==> run_1/clock_map.png <==
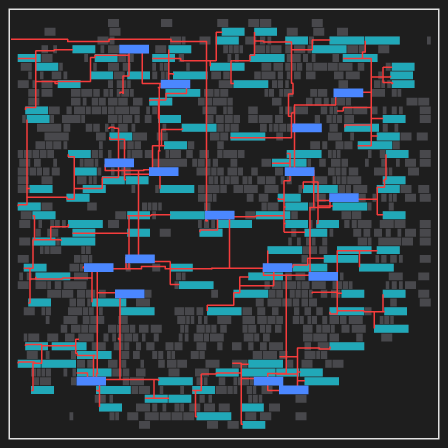
==> run_1/registers.png <==
Bar = 50 um. Other sequential cells in the stronger gray, the rest of the logic in the fainter gray.
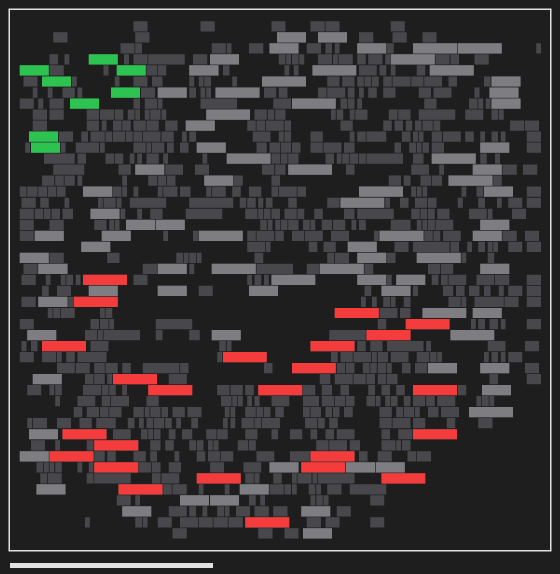
==> run_1/final_placement.png <==
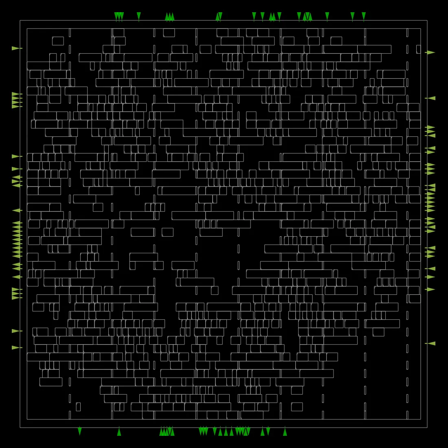
File: config.mk
export PLATFORM = sky130hd
export DESIGN_NAME = mac_accumulator_flat
export DESIGN_NICKNAME = d
export VERILOG_FILES = /design/src/rtl/mac_acc_pkg.sv /design/src/rtl/mac_acc_if.sv /design/src/rtl/mac_acc_lane.sv /design/src/rtl/mac_accumulator.sv /design/src/flat_wrapper.sv
export SDC_FILE = /design/constraint.sdc
export NUM_CORES = 1
export LEC_CHECK = 0
export CORE_MARGIN = 2
export CORE_UTILIZATION = 40
export DETAILED_ROUTE_END_ITERATION = 7
export MAX_ROUTING_LAYER = met4
export PLACE_DENSITY_LB_ADDON = 0.2
export RECOVER_POWER = 100
export SLEW_MARGIN = 10
export SYNTH_ARGS = -nofsm -noshare
export SYNTH_HDL_FRONTEND = slang
export SYNTH_SLANG_ARGS = --single-unit
File: constraint.sdc
create_clock -name clk -period 7.39 [get_ports clk]
set_input_delay 1.478 -clock clk [delete_from_list [all_inputs] [get_ports clk]]
set_output_delay 1.478 -clock clk [all_outputs]
set_load 0.02 [all_outputs]
File: src/rtl/mac_acc_pkg.sv
// Shared definitions for the dual-lane MAC vector accumulator:
// default widths, control state encoding and the accumulator type.
package mac_acc_pkg;

    localparam int DIN_W_DEF = 17;
    localparam int ACC_W_DEF = 24;
    localparam int LEN_W_DEF = 8;

    typedef enum logic {
        IDLE  = 1'b0,
        ACCUM = 1'b1
    } state_t;

    typedef logic signed [ACC_W_DEF-1:0] acc_t;

endpackage

File: src/rtl/mac_acc_if.sv
// Stream bundle between the doubleMAC stage, the accumulator and its
// consumer. The slave view belongs to the accumulator; the master view
// belongs to whatever drives beats and takes results.
interface mac_acc_if
    import mac_acc_pkg::*;
#(
    parameter int DIN_W = DIN_W_DEF,
    parameter int ACC_W = ACC_W_DEF,
    parameter int LEN_W = LEN_W_DEF
) ();

    logic [LEN_W-1:0]        len;
    logic                    in_valid;
    logic                    in_ready;
    logic signed [DIN_W-1:0] din0;
    logic signed [DIN_W-1:0] din1;
    logic                    out_valid;
    logic                    out_ready;
    logic signed [ACC_W-1:0] acc0;
    logic signed [ACC_W-1:0] acc1;
    logic [1:0]              ovf;
    logic                    busy;

    modport slave (
        input  len, in_valid, din0, din1, out_ready,
        output in_ready, out_valid, acc0, acc1, ovf, busy
    );

    modport master (
        output len, in_valid, din0, din1, out_ready,
        input  in_ready, out_valid, acc0, acc1, ovf, busy
    );

endinterface

File: src/rtl/mac_acc_lane.sv
// One accumulator lane: sign-extends the MAC result and adds it to the
// running sum. The first beat of a vector adds onto zero, so the running
// sum never needs clearing. sum_nxt/ovf_nxt include the current beat so the
// controller can capture a finished vector without an extra cycle.
// Optional macro MAC_ACC_SAT_EN: saturating adds with a sticky per-vector
// overflow flag; otherwise adds wrap and ovf_nxt is constant 0.
module mac_acc_lane #(
    parameter int DIN_W = 17,
    parameter int ACC_W = 24
) (
    input  logic                    clk,
    input  logic                    beat,
    input  logic                    first,
    input  logic signed [DIN_W-1:0] din,
    output logic signed [ACC_W-1:0] sum_nxt,
    output logic                    ovf_nxt
);

    logic signed [ACC_W-1:0] din_ext_p0;
    logic signed [ACC_W-1:0] base_p0;
    logic signed [ACC_W-1:0] acc_p1;

    assign din_ext_p0 = ACC_W'(din);
    assign base_p0    = first ? '0 : acc_p1;

`ifdef MAC_ACC_SAT_EN
    logic signed [ACC_W:0] sum_wide_p0;
    logic                  ovf_p1;

    function automatic logic signed [ACC_W:0] add_wide(
        input logic signed [ACC_W-1:0] a,
        input logic signed [ACC_W-1:0] b
    );
        return (ACC_W+1)'(a) + (ACC_W+1)'(b);
    endfunction

    function automatic logic wide_ovf(input logic signed [ACC_W:0] s);
        return s[ACC_W] ^ s[ACC_W-1];
    endfunction

    function automatic logic signed [ACC_W-1:0] sat(input logic signed [ACC_W:0] s);
        if (s[ACC_W] != s[ACC_W-1])
            return s[ACC_W] ? {1'b1, {(ACC_W-1){1'b0}}} : {1'b0, {(ACC_W-1){1'b1}}};
        return s[ACC_W-1:0];
    endfunction

    assign sum_wide_p0 = add_wide(base_p0, din_ext_p0);
    assign sum_nxt     = sat(sum_wide_p0);
    assign ovf_nxt     = (first ? 1'b0 : ovf_p1) | wide_ovf(sum_wide_p0);

    // Sticky overflow for the vector in progress; restarted by the first beat.
    always_ff @(posedge clk) begin
        if (beat)
            ovf_p1 <= ovf_nxt;
    end
`else
    assign sum_nxt = base_p0 + din_ext_p0;
    assign ovf_nxt = 1'b0;
`endif

    // --- stage p0 -> p1: running sum captured on every accepted beat ---
    always_ff @(posedge clk) begin
        if (beat)
            acc_p1 <= sum_nxt;
    end

endmodule

File: src/rtl/mac_accumulator.sv
// Dual-lane, vector-length-programmable accumulator behind the doubleMAC
// stage. Sums din0/din1 over len beats (len of 0 treated as 1) and presents
// both sums on a valid/ready port. The output register acts as a second
// buffer, so the next vector accumulates while the previous result waits;
// only a vector's final beat is stalled when that buffer is still occupied.
// Optional macro MAC_ACC_SAT_EN: saturating lanes with per-lane ovf flags.
module mac_accumulator
    import mac_acc_pkg::*;
#(
    parameter int DIN_W = DIN_W_DEF,
    parameter int ACC_W = ACC_W_DEF,
    parameter int LEN_W = LEN_W_DEF
) (
    input logic     clk,
    input logic     rst,
    mac_acc_if.slave bus
);

    localparam logic [LEN_W-1:0] LEN_ONE = LEN_W'(1);

    state_t                  state_p1;
    state_t                  state_nxt;
    logic [LEN_W-1:0]        cnt_p1;
    logic [LEN_W-1:0]        len_p1;
    logic [LEN_W-1:0]        len_eff;
    logic                    first;
    logic                    final_beat;
    logic                    in_ready;
    logic                    beat;
    logic                    done;

    logic signed [ACC_W-1:0] sum0_nxt;
    logic signed [ACC_W-1:0] sum1_nxt;
    logic                    ovf0_nxt;
    logic                    ovf1_nxt;

    logic                    out_valid_p1;
    logic signed [ACC_W-1:0] acc0_p1;
    logic signed [ACC_W-1:0] acc1_p1;
    logic [1:0]              ovf_p1;

    assign len_eff    = (bus.len == '0) ? LEN_ONE : bus.len;
    assign first      = (state_p1 == IDLE);
    assign final_beat = (first && (len_eff == LEN_ONE))
                     || ((state_p1 == ACCUM) && (cnt_p1 == len_p1 - LEN_ONE));
    assign in_ready   = !(final_beat && out_valid_p1 && !bus.out_ready);
    assign beat       = bus.in_valid && in_ready;
    assign done       = beat && final_beat;

    mac_acc_lane #(.DIN_W(DIN_W), .ACC_W(ACC_W)) u_lane0 (
        .clk     (clk),
        .beat    (beat),
        .first   (first),
        .din     (bus.din0),
        .sum_nxt (sum0_nxt),
        .ovf_nxt (ovf0_nxt)
    );

    mac_acc_lane #(.DIN_W(DIN_W), .ACC_W(ACC_W)) u_lane1 (
        .clk     (clk),
        .beat    (beat),
        .first   (first),
        .din     (bus.din1),
        .sum_nxt (sum1_nxt),
        .ovf_nxt (ovf1_nxt)
    );

    // Next-state: leave IDLE on a non-final first beat, return on the final beat.
    always_comb begin
        state_nxt = state_p1;
        case (state_p1)
            IDLE:    if (beat && !final_beat) state_nxt = ACCUM;
            ACCUM:   if (beat && final_beat)  state_nxt = IDLE;
            default: state_nxt = IDLE;
        endcase
    end

    // State register.
    always_ff @(posedge clk) begin
        if (rst)
            state_p1 <= IDLE;
        else
            state_p1 <= state_nxt;
    end

    // Beat counter; the vector length is latched on the first beat so later
    // changes to len cannot disturb a vector in flight.
    always_ff @(posedge clk) begin
        if (rst) begin
            cnt_p1 <= '0;
            len_p1 <= '0;
        end else if (beat) begin
            if (first) begin
                cnt_p1 <= LEN_ONE;
                len_p1 <= len_eff;
            end else begin
                cnt_p1 <= cnt_p1 + LEN_ONE;
            end
        end
    end

    // --- stage p1: result buffer, reloaded on completion even while draining ---
    always_ff @(posedge clk) begin
        if (rst) begin
            out_valid_p1 <= 1'b0;
            acc0_p1      <= '0;
            acc1_p1      <= '0;
            ovf_p1       <= 2'b00;
        end else if (done) begin
            out_valid_p1 <= 1'b1;
            acc0_p1      <= sum0_nxt;
            acc1_p1      <= sum1_nxt;
            ovf_p1       <= {ovf1_nxt, ovf0_nxt};
        end else if (bus.out_ready) begin
            out_valid_p1 <= 1'b0;
        end
    end

    assign bus.in_ready  = in_ready;
    assign bus.out_valid = out_valid_p1;
    assign bus.acc0      = acc0_p1;
    assign bus.acc1      = acc1_p1;
    assign bus.ovf       = ovf_p1;
    assign bus.busy      = (state_p1 == ACCUM);

endmodule

File: src/flat_wrapper.sv
// flat-port wrapper written by rule: the top's interface ports become plain ports
module mac_accumulator_flat import mac_acc_pkg::*;
#(
    parameter int DIN_W = DIN_W_DEF,
    parameter int ACC_W = ACC_W_DEF,
    parameter int LEN_W = LEN_W_DEF
)
  (clk, rst, bus_len, bus_in_valid, bus_din0, bus_din1, bus_out_ready, bus_in_ready, bus_out_valid, bus_acc0, bus_acc1, bus_ovf, bus_busy);
  mac_acc_if #(.DIN_W(DIN_W), .ACC_W(ACC_W), .LEN_W(LEN_W)) bus_i ();
  input logic clk;
  input logic rst;
  input wire logic [$bits(bus_i.len)-1:0] bus_len;
  input wire logic [$bits(bus_i.in_valid)-1:0] bus_in_valid;
  input wire logic [$bits(bus_i.din0)-1:0] bus_din0;
  input wire logic [$bits(bus_i.din1)-1:0] bus_din1;
  input wire logic [$bits(bus_i.out_ready)-1:0] bus_out_ready;
  output wire logic [$bits(bus_i.in_ready)-1:0] bus_in_ready;
  output wire logic [$bits(bus_i.out_valid)-1:0] bus_out_valid;
  output wire logic [$bits(bus_i.acc0)-1:0] bus_acc0;
  output wire logic [$bits(bus_i.acc1)-1:0] bus_acc1;
  output wire logic [$bits(bus_i.ovf)-1:0] bus_ovf;
  output wire logic [$bits(bus_i.busy)-1:0] bus_busy;
  assign bus_i.len = bus_len;
  assign bus_i.in_valid = bus_in_valid;
  assign bus_i.din0 = bus_din0;
  assign bus_i.din1 = bus_din1;
  assign bus_i.out_ready = bus_out_ready;
  assign bus_in_ready = bus_i.in_ready;
  assign bus_out_valid = bus_i.out_valid;
  assign bus_acc0 = bus_i.acc0;
  assign bus_acc1 = bus_i.acc1;
  assign bus_ovf = bus_i.ovf;
  assign bus_busy = bus_i.busy;
  mac_accumulator #(.DIN_W(DIN_W), .ACC_W(ACC_W), .LEN_W(LEN_W)) u_core (.clk(clk), .rst(rst), .bus(bus_i));
endmodule
==> flow_summary.ini, run 1 <==
; yosys + openroad results
[placed_design]
routabilityCongestion = 0.8350
place_hpwl_um = 11140
place_inst = 1020
place_area_um2 = 7833
port_buffers = 96
dp_slack_ns = 2.442

[power_and_ir_drop]
p_comb_mw = 0.339
internal-power_mw = 1.365
p_seq_share_pct = 39.7
p_switching_mw = 0.4831
maxPowerGroup = the clock network
share_comb_of_total_power_pct = 18.3
swShare_pct = 26.15
p_per_area_nw_per_um2 = 220.6
irDropWorstVdd_uv = 163.7
p_leak_nw = 3.438
power_mw = 1.848

[final_timing]
post-route-min-period_ns = 5.306
fin_ws_ns = 2.084
setup_viol = 0
finalCritPeriodShare_pct = 71.80
tightest_slew_ns = 3.360
drv_slew = 103
fmax_mhz = 188.5
final.setup.tns_ns = 0
max_slew_margin_pct = -124.0
hold_viol_final = 0
hold_slack_ns = 0.4437
grt_setup_unrepaired = no

[detailed_routing]
dr.pass1.iters = 6
vias = 5542
totalWireLength_um = 16200
ant_nets = 0
wire_per_inst_um = 15.40
route.detailed.drc = 0
initialDrtViolationCount = 314
vias_per_cell = 5.268

[die]
ioPinCount = 99
die_x_um = 133.2
fp-row-count = 47
die_h_um = 133.2
core_um2 = 16470
fp-utilization_pct = 40.58
dieArea_um2 = 17750

[final_layout]
syn_to_final_growth_pct = 25.34
lay_top_count = nand2_1
nClkBuffers = 27
comb_area_um2 = 3746
logic_gate_count = 572
dominant_cells = logic gates
fin_nets = 915
clk_share_pct = 6.634
fin_area_um2 = 8374
diodes = 0
final_cell_mix = 107 x nand2_1, 81 x a21oi_1, 66 x dfxtp_1, 57 x dlygate4sd3_1, 49 x and2_1
comb_area_share_pct = 44.73
inverters_excl_clock = 13
bufAreaShareNonClock_pct = 11.77
nNonClkBuffers = 101
flop_area_um2 = 2763
drive_above_1_share_pct = 4.567
instances_no_fill = 1052

[clock_network]
ctsLongestPathBuffers = 2
root_buffer = clkbuf_16
cts-resized-gates = 0
postCtsHoldBufs = 0
cts.sinks = 114
clk_pin_slew_ns = 0.05
cts_tree = built
h-tree-depth = 4
cts_made_buffers = 17

[setup_path]
cp_slowest_stage_delay_ns = 2.38
path_cells = dlygate4sd3_1, nor4_1, nand2_1, o31ai_1, a31oi_4, clkbuf_1, nand4_1, xor2_1, nor2_1
cp-start-kind = primary input
path_max_fanout = 58
cp_slowest_cell = clkbuf_1
cp_top_family = buffers and inverters
crit_type = primary input to flip-flop
cp_num_buf_inv = 2
worstPathArrival_ns = 5.66
cp.required_ns = 7.74
cp-end-kind = flip-flop

[synthesis]
topCellsByArea = edfxtp_1 22%, dfxtp_1 20%, ha_1 9.0%
mux_share_pct = 1.199
yosysTopAreaCell = edfxtp_1
ys_seq_share_pct = 41.35
ys_ff = 114
ys_sh_xor_pct = 7.715
ys_warn_count = 0
ys_cells = 730
synthTopCellsByCount = 107 x nand2_1, 81 x a21oi_1, 66 x dfxtp_1, 51 x and2_1
ys_async_sr_fraction_pct = 0
syn_avg_cell_area_um2 = 9.153
synthFlopType = dfxtp_1
ys_top_logic_family = simple AND/OR/NAND/NOR gates
edf_count = 48
synth.top_cell.area_share_pct = 21.57
yosys_area_um2 = 6681
synth_cells = 730
synth.cell_area_um2 = 6681
synth.cellmix.compoundShare_pct = 16.27
top_cell = nand2_1
synth.distinct_cells = 60
ys_sh_simple_pct = 20.92

[global_route]
grt_pass1_wl_um = 26540
grt_max_degree = 67
grt_pass1_vias = 5414
grtUsageTotal_pct = 19.19
overflow = 0

[status]
violations = capacitance limit, slew limit
outcome = complete, but fails checks

[hold_path]
hp-class = flip-flop to flip-flop

[job]
warnings = 26
drv_cap = 2
Back to the opening pictures, clock_map.png:
cyan -> flip-flops  # count 114
red -> clock wires  # length 1720 um
blue -> cells driving clock nets  # count 17
flops lie = spread over the die
routed clock nets = 18
clock group power: 0.774 mW
clock power share: 41.9%
Worst Clk Skew: 0.01087 ns
Skew-Pair Late Insertion Delay: 0.42 ns

Back to the opening pictures, registers.png:
red -> u_core.u_lane0.acc_p1  # flops 24
green -> u_core.len_p1  # flops 8, where upper left
not colored = 82
Seq group: 0.734 mW
fraction of area in registers: 32.99%
final core occ: 50.86%

Back to the opening pictures, final_placement.png:
Fillers: 1540
Tapcells: 220
Flops: 114

## run 1: kinds of logic (layout without fill, tap and decap cells)
| kind of cell | count (synthesis) | after routing |
|---|---|---|
| adder cells (fa/ha/maj) | 50 | 50 |
| other | 1 | 2 |
| AND-OR/OR-AND | 173 | 173 |
| flip-flops | 114 | 114 |
| buffers and inverters | 45 | 146 |
| multiplexers | 8 | 8 |
| AND/OR/NAND/NOR | 281 | 281 |
| XOR/XNOR | 58 | 58 |
## run 1: path summary, 6_finish.rpt
kind | start | depth (start not counted) | slack, ns | end
max | bus_len[5] | 9 | 2.08 | u_core.cnt_p1[6]$_SDFFE_PP0N_
min | u_core.bus.acc0[7]$_SDFFE_PP0P_ | 2 | 0.44 | u_core.bus.acc0[7]$_SDFFE_PP0P_
max reg2reg | u_core.len_p1[0]$_SDFFE_PP0P_ | 11 | 2.39 | u_core.cnt_p1[6]$_SDFFE_PP0N_
min reg2reg | u_core.bus.acc0[7]$_SDFFE_PP0P_ | 2 | 0.44 | u_core.bus.acc0[7]$_SDFFE_PP0P_
## run 1: routing by layer
layer	part of all wire, %	wire length [um]	global-route usage (%)
met5	0	0	-
met4	1.2	187	6.915
met3	4.3	702	4.072
met2	48	7732	30.76
met1	47	7578	24.03
## run 1: sequential cells by signal, indices dropped and copies added, names as in the netlist, named ones only
| register | flops |
|---|---|
| u_core.cnt_p1 | 8 |
| u_core.len_p1 | 8 |
| u_core.u_lane0.acc_p1 | 24 |
| u_core.bus.acc0 | 24 |
| u_core.bus.acc1 | 24 |
| u_core.bus.out_valid | 1 |
| u_core.u_lane1.acc_p1 | 24 |
## run 1: tightest hold or removal path, delay by kind of cell, from the launching register on
kind / cells / cell delay [ns]
AND-OR/OR-AND: 1 / 0.05
AND/OR/NAND/NOR: 1 / 0.05
flip-flops: 1 / 0.30
## Run 2: what changed since run 1
==> constraint.sdc (replaced) <==
create_clock -name clk -period 4.9 [get_ports clk]
set_input_delay 0.98 -clock clk [delete_from_list [all_inputs] [get_ports clk]]
set_output_delay 0.98 -clock clk [all_outputs]
set_load 0.02 [all_outputs]
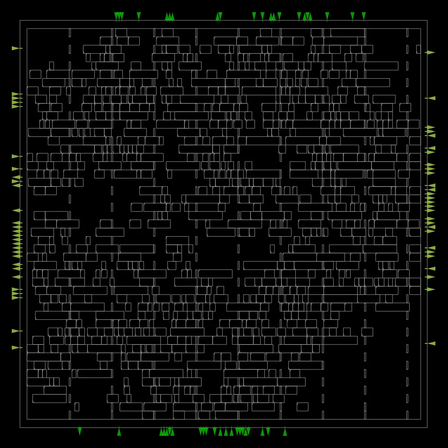
(run_2/final_placement.png)
Fillers: 1572
final core occ: 50.81%
Rows: 47
fraction of area in registers: 33.02%
area of the core: 16470 um2

==> flow_summary.ini, run 2 <==
; yosys + openroad results
[final_timing]
final.setup.tns_ns = 0
hold_viol_final = 0
tightest_slew_ns = 1.424
max_slew_margin_pct = 4.795
clock_skew_ns = 0.008497
fmax_mhz = 238.3
fin_ws_ns = 0.7041
hold_slack_ns = 0.4468
setup_viol = 0
post-route-min-period_ns = 4.196
grt_setup_unrepaired = no
drv_slew = 0

[detailed_routing]
route.detailed.drc = 0
totalWireLength_um = 16300
vias = 5561
ant_nets = 0
vias_per_cell = 5.261
wire_per_inst_um = 15.42
dr.pass1.iters = 5
initialDrtViolationCount = 272

[global_route]
antenna_found_initial = 0
grtUsageTotal_pct = 19.58
overflow = 0
grt_pass1_wl_um = 26990
grt_max_degree = 31

[job]
warnings = 26

[final_layout]
syn_to_final_growth_pct = 25.21
comb_area_um2 = 3737
fin_nets = 920
logic_gate_count = 572
diodes = 0
ff_count = 114
instances_no_fill = 1057
lay_top_count = nand2_1
flop_area_um2 = 2763
drive_above_1_share_pct = 4.659
clk_share_pct = 6.327
bufAreaShareNonClock_pct = 12.10
comb_area_share_pct = 44.68
final_cell_mix = 107 x nand2_1, 81 x a21oi_1, 66 x dfxtp_1, 52 x dlygate4sd3_1
inverters_excl_clock = 13
dominant_cells = logic gates
nNonClkBuffers = 106
nClkBuffers = 27

[setup_path]
crit_type = flip-flop to output pin
cp-end-kind = output pin
r2r_setup_slack_ns = 0.77
cp-start-kind = flip-flop
path_max_fanout = 6
worstPathArrival_ns = 3.22

[hold_path]
hp-class = flip-flop to flip-flop

[synthesis]
synthTopCellsByCount = 107 x nand2_1, 81 x a21oi_1, 66 x dfxtp_1, 51 x and2_1
edf_count = 48
synthFlopType = dfxtp_1
synth.cellmix.compoundShare_pct = 16.27
ys_async_sr_fraction_pct = 0
mux_share_pct = 1.199
top_cell = nand2_1
synth.distinct_cells = 60
ys_top_logic_family = simple AND/OR/NAND/NOR gates
ys_seq_share_pct = 41.35
ys_warn_count = 0
ys_sh_simple_pct = 20.92
syn_avg_cell_area_um2 = 9.153
synth.top_cell.area_share_pct = 21.57
ys_sh_xor_pct = 7.715
ys_cells = 730
yosysTopAreaCell = edfxtp_1
synth_cells = 730
ys_ff = 114
synth.cell_area_um2 = 6681
yosys_area_um2 = 6681

[die]
die_h_um = 133.2
fp-utilization_pct = 40.58
die_x_um = 133.2
dieArea_um2 = 17750
ioPinCount = 99
tapCellCount = 220

[clock_network]
cts_made_buffers = 17
cts_tree = built
h-tree-depth = 4
root_buffer = clkbuf_16
postCtsHoldBufs = 0
clk_pin_slew_ns = 0.05
cts-resized-gates = 0
ctsLongestPathBuffers = 2
clk_latency_ns = 0.42
cts.sinks = 114

[placed_design]
port_buffers = 96
routabilityCongestion = 0.8598
place_inst = 1025
dp_slack_ns = 0.7277

[power_and_ir_drop]
p_leak_nw = 3.430
irDropWorstVdd_uv = 249.4
power_mw = 2.731

[status]
outcome = complete, no violations
[run 2: cell families (layout without fill, tap and decap cells)]
family	count (synthesis)	in the layout
AND/OR/NAND/NOR	281	281
AND-OR/OR-AND	173	173
flip-flops	114	114
XOR/XNOR	58	58
adder cells (fa/ha/maj)	50	50
buffers and inverters	45	151
multiplexers	8	8
other	1	2
[run 2: report_power, final]
| group | total, mW | internal [mW] | switching [mW] |
|---|---|---|---|
| combinational | 0.515 | 0.227 | 0.287 |
| sequential | 1.11 | 1.08 | 0.0235 |
| clock | 1.11 | 0.694 | 0.415 |
| total | 2.73 | 2.00 | 0.726 |
[run 2: path summary, 6_finish.rpt]
check,startpoint,endpoint,cells past startpoint
setup / recovery,u_core.len_p1[0]$_SDFFE_PP0P_,bus_in_ready,9
hold reg to reg,u_core.bus.acc1[8]$_SDFFE_PP0P_,u_core.bus.acc1[8]$_SDFFE_PP0P_,2
hold / removal,u_core.bus.acc1[8]$_SDFFE_PP0P_,u_core.bus.acc1[8]$_SDFFE_PP0P_,2
setup reg to reg,flip-flop,u_core.bus.acc0[20]$_SDFFE_PP0P_,12
[run 2: worst max-delay path, stage by stage, from the launching register on]
cell	delay, ns
dfxtp_1	0.43
inv_1	0.07
ha_1	0.30
xor2_1	0.13
nand3_1	0.10
nor4_1	0.44
and2_0	0.21
a31oi_1	0.14
or2_2	0.32
dlygate4sd3_1	0.65
[run 2: layer usage]
metal / global-route usage, % / part of all wire, %
met1: 24.36 / 47
met2: 31.19 / 47
met3: 5.479 / 4.4
met4: 5.792 / 1.3
met5: - / 0
[run 2: metrics by stage]
step / utilization (%) / instance area, um2
finish: 50.81 / 8366
global route: 50.81 / 8366
CTS: 51.09 / 8412
detailed placement: 47.87 / 7883
global placement: 47.87 / 7883
floorplan: - / 6685
## Run 3: what changed since run 2
--- a/config.mk
+++ b/config.mk
@@ -11,7 +11,6 @@
 export MAX_ROUTING_LAYER = met4
 export PLACE_DENSITY_LB_ADDON = 0.2
 export RECOVER_POWER = 100
-export SLEW_MARGIN = 10
 export SYNTH_ARGS = -nofsm -noshare
 export SYNTH_HDL_FRONTEND = slang
 export SYNTH_SLANG_ARGS = --single-unit
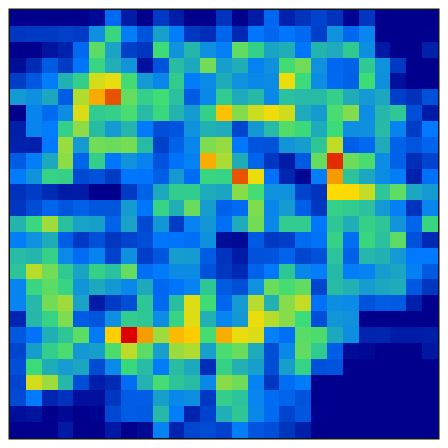
(run_3/wire_density.png)
27 x 27 tiles, from dark blue (low) to red (high), scaled to the fullest tile. Values are wire area over tile area, all layers added.
densest ninth of the die = bottom center
fullest tile = 0.50
emptiest ninth of the die = lower right
mean over tiles = 0.14
vias: 5561
DR WL/cell: 15.42 um
GR Util All Layers: 19.58%

==> flow_summary.ini, run 3 <==
; yosys + openroad results
[job]
warnings = 26
drv_cap = 0

[synthesis]
ys_async_sr_fraction_pct = 0
syn_avg_cell_area_um2 = 9.153
ys_seq_share_pct = 41.35
synth_cells = 730
edf_count = 48
ys_cells = 730
ys_ff = 114
synth.top_cell.area_share_pct = 21.57
top_cell = nand2_1
synthTopCellsByCount = 107 x nand2_1, 81 x a21oi_1, 66 x dfxtp_1, 51 x and2_1
synth.distinct_cells = 60
yosys_area_um2 = 6681

[global_route]
grt_pass1_vias = 5460
overflow = 0
antenna_found_initial = 0
grt_max_degree = 31
grt_pass1_wl_um = 26990

[detailed_routing]
route.detailed.drc = 0
totalWireLength_um = 16300
dr_wl_met2_um = 7645
routed.top_layer = met4
drt-met1-wl_um = 7726
ant_nets = 0
dr.pass1.iters = 5
met3WireLength_um = 724

[setup_path]
path_max_fanout = 6
crit_path_start = u_core.len_p1[0]$_SDFFE_PP0P_
r2r-end = u_core.bus.acc0[20]$_SDFFE_PP0P_
endpoint = bus_in_ready
r2r_setup_slack_ns = 0.77
cp-end-kind = output pin
cp-start-kind = flip-flop
crit_type = flip-flop to output pin

[final_layout]
diodes = 0
fin_nets = 920
lay_top_count = nand2_1
syn_to_final_growth_pct = 25.21
fin_area_um2 = 8366
final_cell_mix = 107 x nand2_1, 81 x a21oi_1, 66 x dfxtp_1, 52 x dlygate4sd3_1

[final_timing]
max_slew_margin_pct = 4.795
finalCritPeriodShare_pct = 85.63
hold_viol_final = 0
clock_skew_ns = 0.008497
grt_setup_unrepaired = no
post-route-min-period_ns = 4.196
fin_ws_ns = 0.7041

[placed_design]
dp_slack_ns = 0.7277
place_hpwl_um = 11630
place_inst = 1025

[die]
fp-utilization_pct = 40.58
core_um2 = 16470
die_x_um = 133.2
ioPinCount = 99
dieArea_um2 = 17750
die_h_um = 133.2

[power_and_ir_drop]
power_mw = 2.731
p_leak_nw = 3.430
p_per_area_nw_per_um2 = 326.4

[status]
outcome = complete, no violations

[clock_network]
cts_tree = built
root_buffer = clkbuf_16
cts-resized-gates = 0
ctsLongestPathBuffers = 2
cts_made_buffers = 17

[hold_path]
whs_path_depth = 2
worstHoldStart = u_core.bus.acc1[8]$_SDFFE_PP0P_
## run 3: cell counts in the layout (fill, tap and decap cells not counted)
No cell type changed its count.
## run 3: routing by layer
| metal | vias up | track usage (%) |
|---|---|---|
| met5 | - | - |
| met4 | 0 | 5.792 |
| met3 | 14 | 5.479 |
| met2 | 112 | 31.19 |
| met1 | 2635 | 24.36 |
| li1 | 2800 | - |
## run 3: power by group
| group | switching, mW | internal (mW) | leakage [nW] |
|---|---|---|---|
| combinational | 0.287 | 0.227 | 2.17 |
| sequential | 0.0235 | 1.08 | 1.00 |
| clock | 0.415 | 0.694 | 0.259 |
## run 3: critical path, cell delays in order (launching register included)
cell and delay (ns):
dfxtp_1 0.43, inv_1 0.07, ha_1 0.30, xor2_1 0.13, nand3_1 0.10, nor4_1 0.44
and2_0 0.21, a31oi_1 0.14, or2_2 0.32, dlygate4sd3_1 0.65
## run 3: kinds of logic (layout without fill, tap and decap cells)
| family | after synthesis | after routing | synth area share, % |
|---|---|---|---|
| buffers and inverters | 45 | 151 | 2.903 |
| AND/OR/NAND/NOR | 281 | 281 | 20.92 |
| multiplexers | 8 | 8 | 1.199 |
| flip-flops | 114 | 114 | 41.35 |
| adder cells (fa/ha/maj) | 50 | 50 | 9.588 |
| AND-OR/OR-AND | 173 | 173 | 16.27 |
| XOR/XNOR | 58 | 58 | 7.715 |
| other | 1 | 2 | 0.05613 |
## run 3: layout make-up
class / count / area, um2
fillers: 1572 / 8100
multi-input cells: 572 / 3737
flip-flops and latches: 114 / 2763
repair buffers: 106 / 1012
clock buffers: 27 / 503.0
well taps: 220 / 275.3
inverters: 13 / 48.80
clock inverters: 5 / 26.28
No activity file was given, so power comes from the tool's default toggle rates.
